==> src/rtl/probe_arb_pkg.sv <==
`default_nettype none
// +----------------------------------------------------------------------------+
// | Package     : probe_arb_pkg                                                |
// | Description : Shared types for probe_event_arbiter: FSM state enum, the    |
// |               log entry struct and the id width. The log entry struct is   |
// |               sized from the default parameter values held here. Adjust    |
// |               these localparams if the arbiter is built with other         |
// |               NUM_REQ / DATA_W values.                                     |
// |               MAGMA_PROBE_ARB_TIMESTAMP_EN adds a 32-bit ts field.         |
// | Revision    : 1.0 - initial release                                        |
// +----------------------------------------------------------------------------+
package probe_arb_pkg;

   localparam int NUM_REQ_DEF = 3;
   localparam int DATA_W_DEF  = 8;
   localparam int CNT_W_DEF   = 8;
   localparam int ID_W        = $clog2(NUM_REQ_DEF);

   typedef enum logic [1:0] {
      IDLE  = 2'd0,
      RUN   = 2'd1,
      DRAIN = 2'd2
   } state_e;

   typedef struct packed {
      logic [ID_W-1:0]       id;
      logic [DATA_W_DEF-1:0] data;
`ifdef MAGMA_PROBE_ARB_TIMESTAMP_EN
      logic [31:0]           ts;
`endif
   } log_entry_t;

endpackage
`default_nettype wire

==> src/rtl/probe_event_arbiter_rr_pick.sv <==
`default_nettype none
// +----------------------------------------------------------------------------+
// | Module      : rr_pick                                                      |
// | Description : Combinational round-robin picker. Searches pending_i         |
// |               starting at last_grant_i+1, wrapping modulo N, and reports   |
// |               the first set bit.                                           |
// | Ports       : pending_i      - request vector                              |
// |               last_grant_i   - index granted most recently                 |
// |               grant_valid_o  - some request is pending                     |
// |               grant_idx_o    - index of the winning request                |
// | Revision    : 1.0 - initial release                                        |
// +----------------------------------------------------------------------------+
module rr_pick #(
   parameter int N  = 3,
   parameter int IW = 2
) (
   input  logic [N-1:0]  pending_i,
   input  logic [IW-1:0] last_grant_i,
   output logic          grant_valid_o,
   output logic [IW-1:0] grant_idx_o
);

   logic [IW:0]   w_sum;
   logic [IW-1:0] w_sel;

   // Walk from the farthest candidate (last_grant itself) towards the nearest
   // (last_grant+1) so that the nearest pending request is written last and wins.
   always_comb begin
      grant_valid_o = 1'b0;
      grant_idx_o   = '0;
      w_sum         = '0;
      w_sel         = '0;
      for (int k = N; k >= 1; k--) begin
         w_sum = {1'b0, last_grant_i} + (IW+1)'(k);
         if (w_sum >= (IW+1)'(N)) begin
            w_sum = w_sum - (IW+1)'(N);
         end
         w_sel = IW'(w_sum);
         if (pending_i[w_sel]) begin
            grant_valid_o = 1'b1;
            grant_idx_o   = w_sel;
         end
      end
   end

endmodule
`default_nettype wire

==> src/rtl/probe_event_arbiter.sv <==
`default_nettype none
// +----------------------------------------------------------------------------+
// | Module      : probe_event_arbiter                                          |
// | Description : Captures single-cycle probe events into per-source holding   |
// |               slots and serialises them round-robin onto one valid/ready   |
// |               log stream. Sticky per-source overflow flags and a           |
// |               saturating drop counter record events lost to a full slot.   |
// |               Optional macro MAGMA_PROBE_ARB_TIMESTAMP_EN adds a           |
// |               free-running cycle counter, per-slot timestamps and log_ts.  |
// | Ports       : CLK, ASYNCRESETN (async, active low)                         |
// |               arm                  - 1 capture, 0 drain and stop           |
// |               evt_valid / evt_data - per-source event strobe and payload   |
// |               log_valid / log_ready / log_id / log_data - log stream       |
// |               overflow, drop_count - loss reporting (cleared by reset)     |
// |               busy                 - FSM not idle                          |
// |               log_ts               - capture timestamp (macro only)        |
// | Revision    : 1.0 - initial release                                        |
// +----------------------------------------------------------------------------+
module probe_event_arbiter
   import probe_arb_pkg::*;
#(
   parameter int NUM_REQ = NUM_REQ_DEF,
   parameter int DATA_W  = DATA_W_DEF,
   parameter int CNT_W   = CNT_W_DEF
) (
   input  logic                        CLK,
   input  logic                        ASYNCRESETN,
   input  logic                        arm,
   input  logic [NUM_REQ-1:0]          evt_valid,
   input  logic [NUM_REQ*DATA_W-1:0]   evt_data,
   output logic                        log_valid,
   input  logic                        log_ready,
   output logic [$clog2(NUM_REQ)-1:0]  log_id,
   output logic [DATA_W-1:0]           log_data,
   output logic [NUM_REQ-1:0]          overflow,
   output logic [CNT_W-1:0]            drop_count,
   output logic                        busy
`ifdef MAGMA_PROBE_ARB_TIMESTAMP_EN
   ,
   output logic [31:0]                 log_ts
`endif
);

   localparam int               IW      = $clog2(NUM_REQ);
   localparam int               SUM_W   = CNT_W + 5;   // room for up to 16 drops per cycle
   localparam logic [CNT_W-1:0] CNT_MAX = '1;

   state_e             state_q, state_d;
   logic [NUM_REQ-1:0] pend_q, pend_d;
   logic [DATA_W-1:0]  slot_q [NUM_REQ];
   logic [DATA_W-1:0]  slot_d [NUM_REQ];
   logic [IW-1:0]      last_q, last_d;
   logic               vld_q, vld_d;
   log_entry_t         out_q, out_d;
   logic [NUM_REQ-1:0] ovf_q, ovf_d;
   logic [CNT_W-1:0]   drop_q, drop_d;

   logic               capture_en;
   logic               out_free;
   logic               grant_vld;
   logic [IW-1:0]      grant_idx;
   logic [NUM_REQ-1:0] grant_oh;
   logic [4:0]         ndrop;
   logic [SUM_W-1:0]   drop_sum;

`ifdef MAGMA_PROBE_ARB_TIMESTAMP_EN
   logic [31:0] ts_q;
   logic [31:0] slot_ts_q [NUM_REQ];
   logic [31:0] slot_ts_d [NUM_REQ];
`endif

   rr_pick #(
      .N  (NUM_REQ),
      .IW (IW)
   ) u_pick (
      .pending_i     (pend_q),
      .last_grant_i  (last_q),
      .grant_valid_o (grant_vld),
      .grant_idx_o   (grant_idx)
   );

   // FSM state register
   always_ff @(posedge CLK or negedge ASYNCRESETN) begin
      if (!ASYNCRESETN) begin
         state_q <= IDLE;
      end else begin
         state_q <= state_d;
      end
   end

   // FSM next state; a returning arm during DRAIN takes priority over finishing
   always_comb begin
      state_d = state_q;
      case (state_q)
         IDLE:    if (arm) state_d = RUN;
         RUN:     if (!arm) state_d = DRAIN;
         DRAIN: begin
            if (arm) begin
               state_d = RUN;
            end else if ((pend_q == '0) && !vld_q) begin
               state_d = IDLE;
            end
         end
         default: state_d = IDLE;
      endcase
   end

   // FSM outputs
   always_comb begin
      busy       = (state_q != IDLE);
      capture_en = (state_q == RUN);
   end

   // Slot capture, arbitration and loss accounting
   always_comb begin
      pend_d   = pend_q;
      slot_d   = slot_q;
      ovf_d    = ovf_q;
      out_d    = out_q;
      vld_d    = vld_q;
      last_d   = last_q;
      ndrop    = '0;
      grant_oh = '0;
`ifdef MAGMA_PROBE_ARB_TIMESTAMP_EN
      slot_ts_d = slot_ts_q;
`endif
      out_free = !vld_q || log_ready;

      for (int i = 0; i < NUM_REQ; i++) begin
         grant_oh[i] = out_free && grant_vld && (grant_idx == IW'(i));
         if (grant_oh[i]) begin
            pend_d[i] = 1'b0;
         end
         // A slot being granted this cycle may refill; otherwise a full slot keeps
         // its oldest payload and the new event is lost.
         if (capture_en && evt_valid[i]) begin
            if (pend_q[i] && !grant_oh[i]) begin
               ovf_d[i] = 1'b1;
               ndrop    = ndrop + 5'd1;
            end else begin
               pend_d[i] = 1'b1;
               slot_d[i] = evt_data[i*DATA_W +: DATA_W];
`ifdef MAGMA_PROBE_ARB_TIMESTAMP_EN
               slot_ts_d[i] = ts_q;
`endif
            end
         end
      end

      if (out_free) begin
         vld_d = grant_vld;
         if (grant_vld) begin
            out_d.id   = grant_idx;
            out_d.data = slot_q[grant_idx];
`ifdef MAGMA_PROBE_ARB_TIMESTAMP_EN
            out_d.ts   = slot_ts_q[grant_idx];
`endif
            last_d     = grant_idx;
         end
      end

      drop_sum = SUM_W'(drop_q) + SUM_W'(ndrop);
      drop_d   = (drop_sum > SUM_W'(CNT_MAX)) ? CNT_MAX : drop_sum[CNT_W-1:0];
   end

   always_ff @(posedge CLK or negedge ASYNCRESETN) begin
      if (!ASYNCRESETN) begin
         pend_q <= '0;
         last_q <= IW'(NUM_REQ - 1);
         vld_q  <= 1'b0;
         out_q  <= '0;
         ovf_q  <= '0;
         drop_q <= '0;
         for (int i = 0; i < NUM_REQ; i++) begin
            slot_q[i] <= '0;
         end
      end else begin
         pend_q <= pend_d;
         last_q <= last_d;
         vld_q  <= vld_d;
         out_q  <= out_d;
         ovf_q  <= ovf_d;
         drop_q <= drop_d;
         slot_q <= slot_d;
      end
   end

`ifdef MAGMA_PROBE_ARB_TIMESTAMP_EN
   always_ff @(posedge CLK or negedge ASYNCRESETN) begin
      if (!ASYNCRESETN) begin
         ts_q <= '0;
         for (int i = 0; i < NUM_REQ; i++) begin
            slot_ts_q[i] <= '0;
         end
      end else begin
         ts_q      <= ts_q + 32'd1;
         slot_ts_q <= slot_ts_d;
      end
   end

   assign log_ts = out_q.ts;
`endif

   assign log_valid  = vld_q;
   assign log_id     = out_q.id;
   assign log_data   = out_q.data;
   assign overflow   = ovf_q;
   assign drop_count = drop_q;

endmodule
`default_nettype wire

==> config.mk <==
export PLATFORM = sky130hd
export DESIGN_NAME = probe_event_arbiter
export DESIGN_NICKNAME = d
export VERILOG_FILES = /design/src/rtl/probe_arb_pkg.sv /design/src/rtl/probe_event_arbiter_rr_pick.sv /design/src/rtl/probe_event_arbiter.sv
export SDC_FILE = /design/constraint.sdc
export NUM_CORES = 1
export LEC_CHECK = 0
export CORE_MARGIN = 4
export CORE_UTILIZATION = 30
export DETAILED_ROUTE_END_ITERATION = 8
export SLEW_MARGIN = 5
export SYNTH_ARGS = -nofsm -noshare
export SYNTH_HDL_FRONTEND = slang
export SYNTH_HIERARCHICAL = 1
export SYNTH_SLANG_ARGS = --single-unit
==> constraint.sdc <==
create_clock -name CLK -period 5.7 [get_ports CLK]
set_clock_uncertainty 0.1 [all_clocks]
set_input_delay 1.14 -clock CLK [delete_from_list [all_inputs] [get_ports CLK]]
set_output_delay 1.14 -clock CLK [all_outputs]
set_load 0.02 [all_outputs]
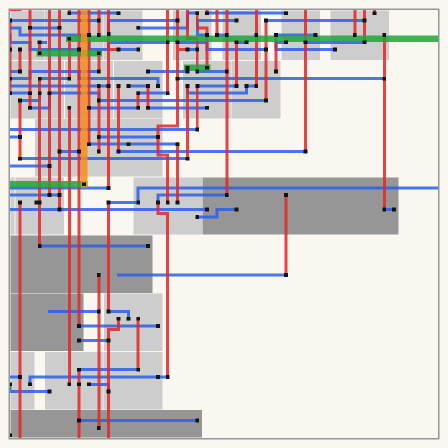
(run_1/closeup.png)
Region (66, 15) to (86, 35) um. Cells in grey, sequential cells in the stronger grey; small squares are vias.
- M1: blue
- M3: green
- M4: orange
- M2: red
- most frequent: nand2b_1 (3)
- sequential cells in the window: 2
- netlist names of flops here include: `log_valid` (1), `pend_q` (1)
- cells with their middle in the window: 21

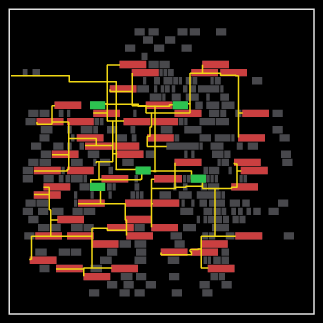
(run_1/clock_wires.png)
(3 px per um)
- flip-flops: red (count 52)
- clock-net drivers: green (count 5)
- clock wires: yellow (length 675 um)
- routed clock nets: 6

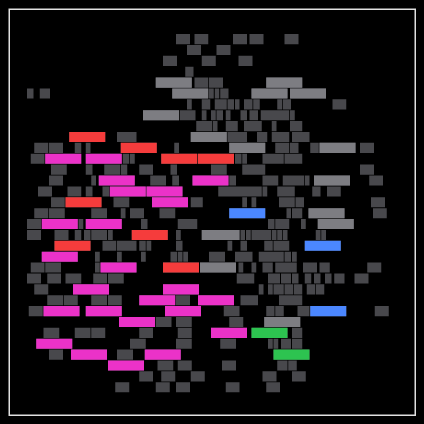
(run_1/ff_map.png)
(4 px per um) Other sequential cells in the stronger grey, the rest of the logic in the fainter grey.
- `log_data`: red (sequential cells 8)
- `state_q`: green (sequential cells 2)
- `slot_q`: magenta (sequential cells 24)
- `pend_q`: blue (sequential cells 3)
Sequential Power: 0.654 mW
flop share of the area: 39.33%
Seq. cell area: 1303 sq um
Final Util: 39.71%

==> out/qor.csv, run 1 <==
stage,metric,value,unit
outcome,outcome,finished clean,
logic_synthesis,count of library flops with an enable pin,0,
clocking,CTS tree,done,
placed_design,routability cong.,0.7991,
power_and_ir_drop,Leak,1.401,nW
global_routing,vias in the first global route,1842,
logic_synthesis,chip area in the Yosys report,2601,sq um
logic_synthesis,synthesized instance count,226,
global_routing,pin count of the biggest net entering global routing,53,
logic_synthesis,Post-synth regs,52,
final_layout,ANT cells,0,
final_layout,area delta synth->final,27.32,%
sta,Slew @ Worst Pin,677.3,ps
power_and_ir_drop,Pwr per Cell Area,546.3,nW/um^2
setup_path,worst-path fanout max,12,
clocking,Sink Count,52,
placed_design,Placed Instance Area,3204,sq um
routing,drt drc,0,
die,CORE AREA,8341,sq um
global_routing,GR Util met1,14.98,%
sta,setup tns final,0,ps
power_and_ir_drop,Switch Pwr,0.7213,mW
power_and_ir_drop,combinational power share,50.1,%
sta,Final Hold Vio Count,0,
setup_path,startpoint types,flip-flop,
routing,final wirelength,5455,um
clocking,clk slew on worst S/H paths,90,ps
routing,Pre-antenna DRT Iters,4,
setup_path,slowest CP cell,dfrtp_1,
setup_path,Critical Path End Type,flip-flop,
[run 1: Yosys cell counts, types with 3 or more instances]
cell	count
o21ai_0	11
ha_1	8
mux2i_1	11
dfrtp_1	51
nand2_1	25
nand2b_1	5
a21oi_1	11
nand3_1	3
mux2_2	27
nor2_1	14
buf_4	4
or2_2	4
inv_1	7
[run 1: registers in the layout, indices dropped and copies added, names as in the netlist]
register    cells
pend_q          3
overflow        3
slot_q         24
log_data        8
last_q          2
log_id          1
state_q         2
drop_count      8
log_valid       1
[run 1: through the flow]
stage	power (mW)	instances
floorplan	1.327	226
global placement	1.561	377
detailed placement	1.581	377
CTS	1.842	385
global route	1.975	385
finish	1.809	385
[run 1: layer usage]
metal,part of all wire (%),up-vias
met2,46,47
met5,0,-
met1,46,909
li1,-,885
met3,6.4,6
met4,1.4,0
[run 1: worst paths after layout]
check	from	to	slack, ps	cells after the start
hold / removal	last_q[1]	last_q[1]	380	2
max in group asynchronous	ASYNCRESETN	drop_count[6]	4190	2
hold reg to reg	last_q[1]	last_q[1]	380	2
min in group asynchronous	ASYNCRESETN	slot_q[4]	830	2
setup reg to reg	last_q[0]	drop_count[7]	1120	15
setup / recovery	last_q[0]	drop_count[7]	1120	15
[run 1: critical path, delay by kind of cell (launching register included)]
kind            cells  cell delay [ps]
fa+ha+maj           4             1260
compound gates      4             1250
mux                 3              810
flops               1              470
simple gates        3              470
buf+inv             1              120
[run 1: power groups by stage]
stage	sequential (mW)	clock (mW)	combinational (mW)
2_1_floorplan	0.694	0	0.633
3_3_place_gp	0.660	0	0.900
3_5_place_dp	0.663	0	0.918
4_1_cts	0.656	0.264	0.921
5_1_grt	0.679	0.279	1.02
6_report	0.654	0.250	0.906
[run 1: logic make-up (layout without fill, tap and decap cells)]
kind of cell	count (synthesis)	count (layout)	synth area share, %
AOI/OAI and AO/OA	40	40	10.49
xor gates and xnor gates	2	2	0.6735
adders and majority gates	9	9	4.618
buffers and inverters	16	70	3.511
DFF	52	52	50.07
muxes	40	40	17.08
and+or+nand+nor	67	67	13.56
[run 1: final cells by class]
class	count	area (sq um)	share of cell area (%)
Clock inverter	2	35.03	1.058
Tap cell	105	131.4	3.967
Timing Repair Buffer	54	533.0	16.09
Clock buffer	6	72.57	2.191
Inverter	8	30.03	0.9067
Sequential cell	52	1303	39.33
Multi-Input combinational cell	158	1207	36.46
[run 1: cells in the final DEF, fill, tap and decap left out, drive strengths merged, types with 3 or more instances in the layout]
master         count
dfrtp             51
o21ai             12
clkdlybuf4s50     52
nand2             25
mux2              29
inv                8
a21oi             13
nand2b             5
clkbuf             6
nor2              16
or2                4
mux2i             11
nand3              4
ha                 8
nor2b              3
==> run 2: changes to the inputs <==
Clock period 5.7 ns to 4.49 ns, I/O delays scaled along.
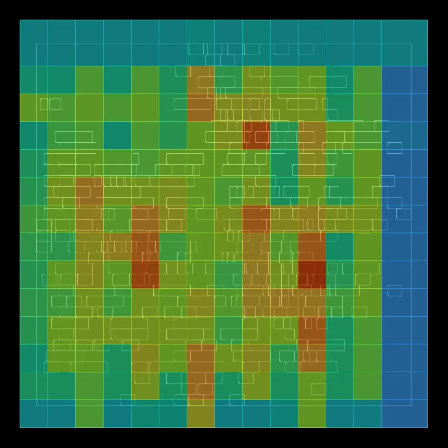
(run_2/congestion_map.png)
met2 Use GR: 18.16%
Final Util: 40.17%
busiest metal layer after global routing: met2
GR Util met3: 3.114%

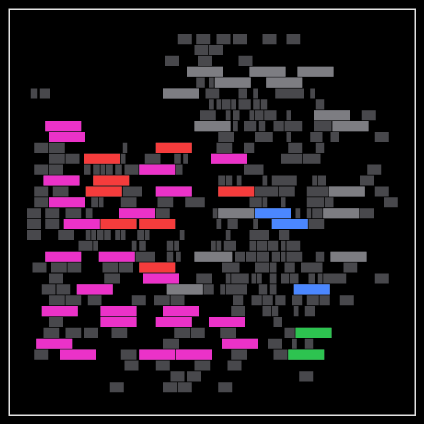
(run_2/ff_map.png)
(4 px per um) Other sequential cells in the stronger grey, the rest of the logic in the fainter grey.
- `log_data`: red (sequential cells 8)
- `state_q`: green (sequential cells 2)
- `slot_q`: magenta (sequential cells 24)
- `pend_q`: blue (sequential cells 3)
- not coloured: 15

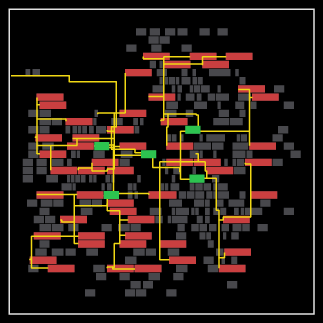
(run_2/clock_wires.png)
(3 px per um)
- clock wires: yellow (length 689 um)
- flip-flops: red (count 52)
- clock-net drivers: green (count 5)
- routed clock nets: 6
- flops lie: spread over the die
Skew-Pair Late Insertion Delay: 300 ps
clock power share: 11.6%
clock network power: 0.268 mW

==> run 2 against run 1 <==
Net effect:
- setup slack got worse by 840 ps
- maximum frequency up 8.7%
- largest power group unchanged
- critical path depth is 1 higher
- area after synthesis unchanged
==> out/qor.csv, run 2 <==
stage,metric,value,unit,change
final_layout,ANT cells,0,,unchanged
logic_synthesis,Post-synth top cells,"dfrtp_1, mux2_2, nand2_1",,unchanged
power_and_ir_drop,Pwr per Cell Area,691.1,nW/um^2,was 546.3 nW/um^2
final_layout,max FFs per register,24,,unchanged
clocking,CTS tree,done,,unchanged
outcome,outcome,finished clean,,unchanged
logic_synthesis,Post-synth regs,52,,unchanged
final_layout,area delta synth->final,28.81,%,was 27.32%
final_layout,register name with the most flops,slot_q,,unchanged
final_layout,most frequent cells in the layout,"clkdlybuf4s50_1, dfrtp_1, mux2_2, nand2_1, nor2_1",,unchanged
clocking,Sink Count,52,,unchanged
setup_path,worst-path fanout max,8,,was 12
setup_path,startpoint types,flip-flop,,unchanged
sta,setup tns final,0,ps,unchanged
setup_path,Critical Path End Type,flip-flop,,unchanged
routing,drt drc,0,,unchanged
clocking,clk slew on worst S/H paths,90,ps,about the same
global_routing,pin count of the biggest net entering global routing,53,,unchanged
sta,Final Hold Vio Count,0,,unchanged
die,CORE AREA,8341,sq um,unchanged
==> run 2: where the power goes <==
| part | switching, mW | internal [mW] |
|---|---|---|
| Combinational | 0.620 | 0.600 |
| Clock | 0.156 | 0.111 |
| Sequential | 0.151 | 0.677 |
==> run 2: final cells by class <==
class | instances | area (sq um)
Clock buffer | 6 | 72.57
Sequential cell | 52 | 1303
Fill cell | 841 | 4990
Tap cell | 105 | 131.4
Multi-Input combinational cell | 158 | 1212
Inverter | 8 | 30.03
Clock inverter | 2 | 16.27
Timing Repair Buffer | 61 | 585.6
==> run 2: cells by family after synthesis <==
group	after synthesis	share of synthesized area [%]
AND/OR/NAND/NOR	67	13.56
flip-flops	52	50.07
AND-OR/OR-AND	40	10.49
multiplexers	40	17.08
buffers and inverters	16	3.511
adder cells (fa/ha/maj)	9	4.618
XOR/XNOR	2	0.6735
==> run 2: per-stage QoR <==
stage	power, mW	std cells
2_1_floorplan	1.684	226
3_3_place_gp	2.036	383
3_5_place_dp	2.060	383
4_1_cts	2.339	391
5_1_grt	2.526	392
6_report	2.316	392
==> run 2: routing by layer <==
metal | global-route usage, % | share of wire (%)
met1 | 14.76 | 46
met2 | 18.16 | 47
met3 | 3.114 | 5.5
met4 | 2.761 | 0.56
met5 | 0 | 0
==> run 2: worst reg2reg max path: stages, from the launching register on <==
cell and delay [ps]:
dfstp_2 550, inv_1 60, ha_2 390, nand2b_1 70, a21oi_1 160, o211a_1 230
nor2_4 60, a311oi_2 330, ha_1 280, mux2_4 280, ha_1 290, mux2_4 260
ha_1 260, a21o_1 170, a21oi_1 250, nor2_1 90, mux2_2 270
==> run 2: worst paths after layout <==
check                       startpoint            end  slack, ps  depth (start not counted)
max in group asynchronous  ASYNCRESETN  drop_count[0]       3240                          2
min in group asynchronous  ASYNCRESETN      slot_q[4]        610                          2
hold / removal             overflow[2]    overflow[2]        370                          1
hold reg to reg            overflow[2]    overflow[2]        370                          1
setup / recovery             last_q[1]  drop_count[7]        270                         16
setup reg to reg             last_q[1]  drop_count[7]        270                         16
==> run 2: what timing repair did <==
item,4_1_cts,5_1_grt
endpoints found under the setup margin,0,7
setup buffers,0,1
gates resized,0,2
Power is estimated from default activity; no workload was simulated.
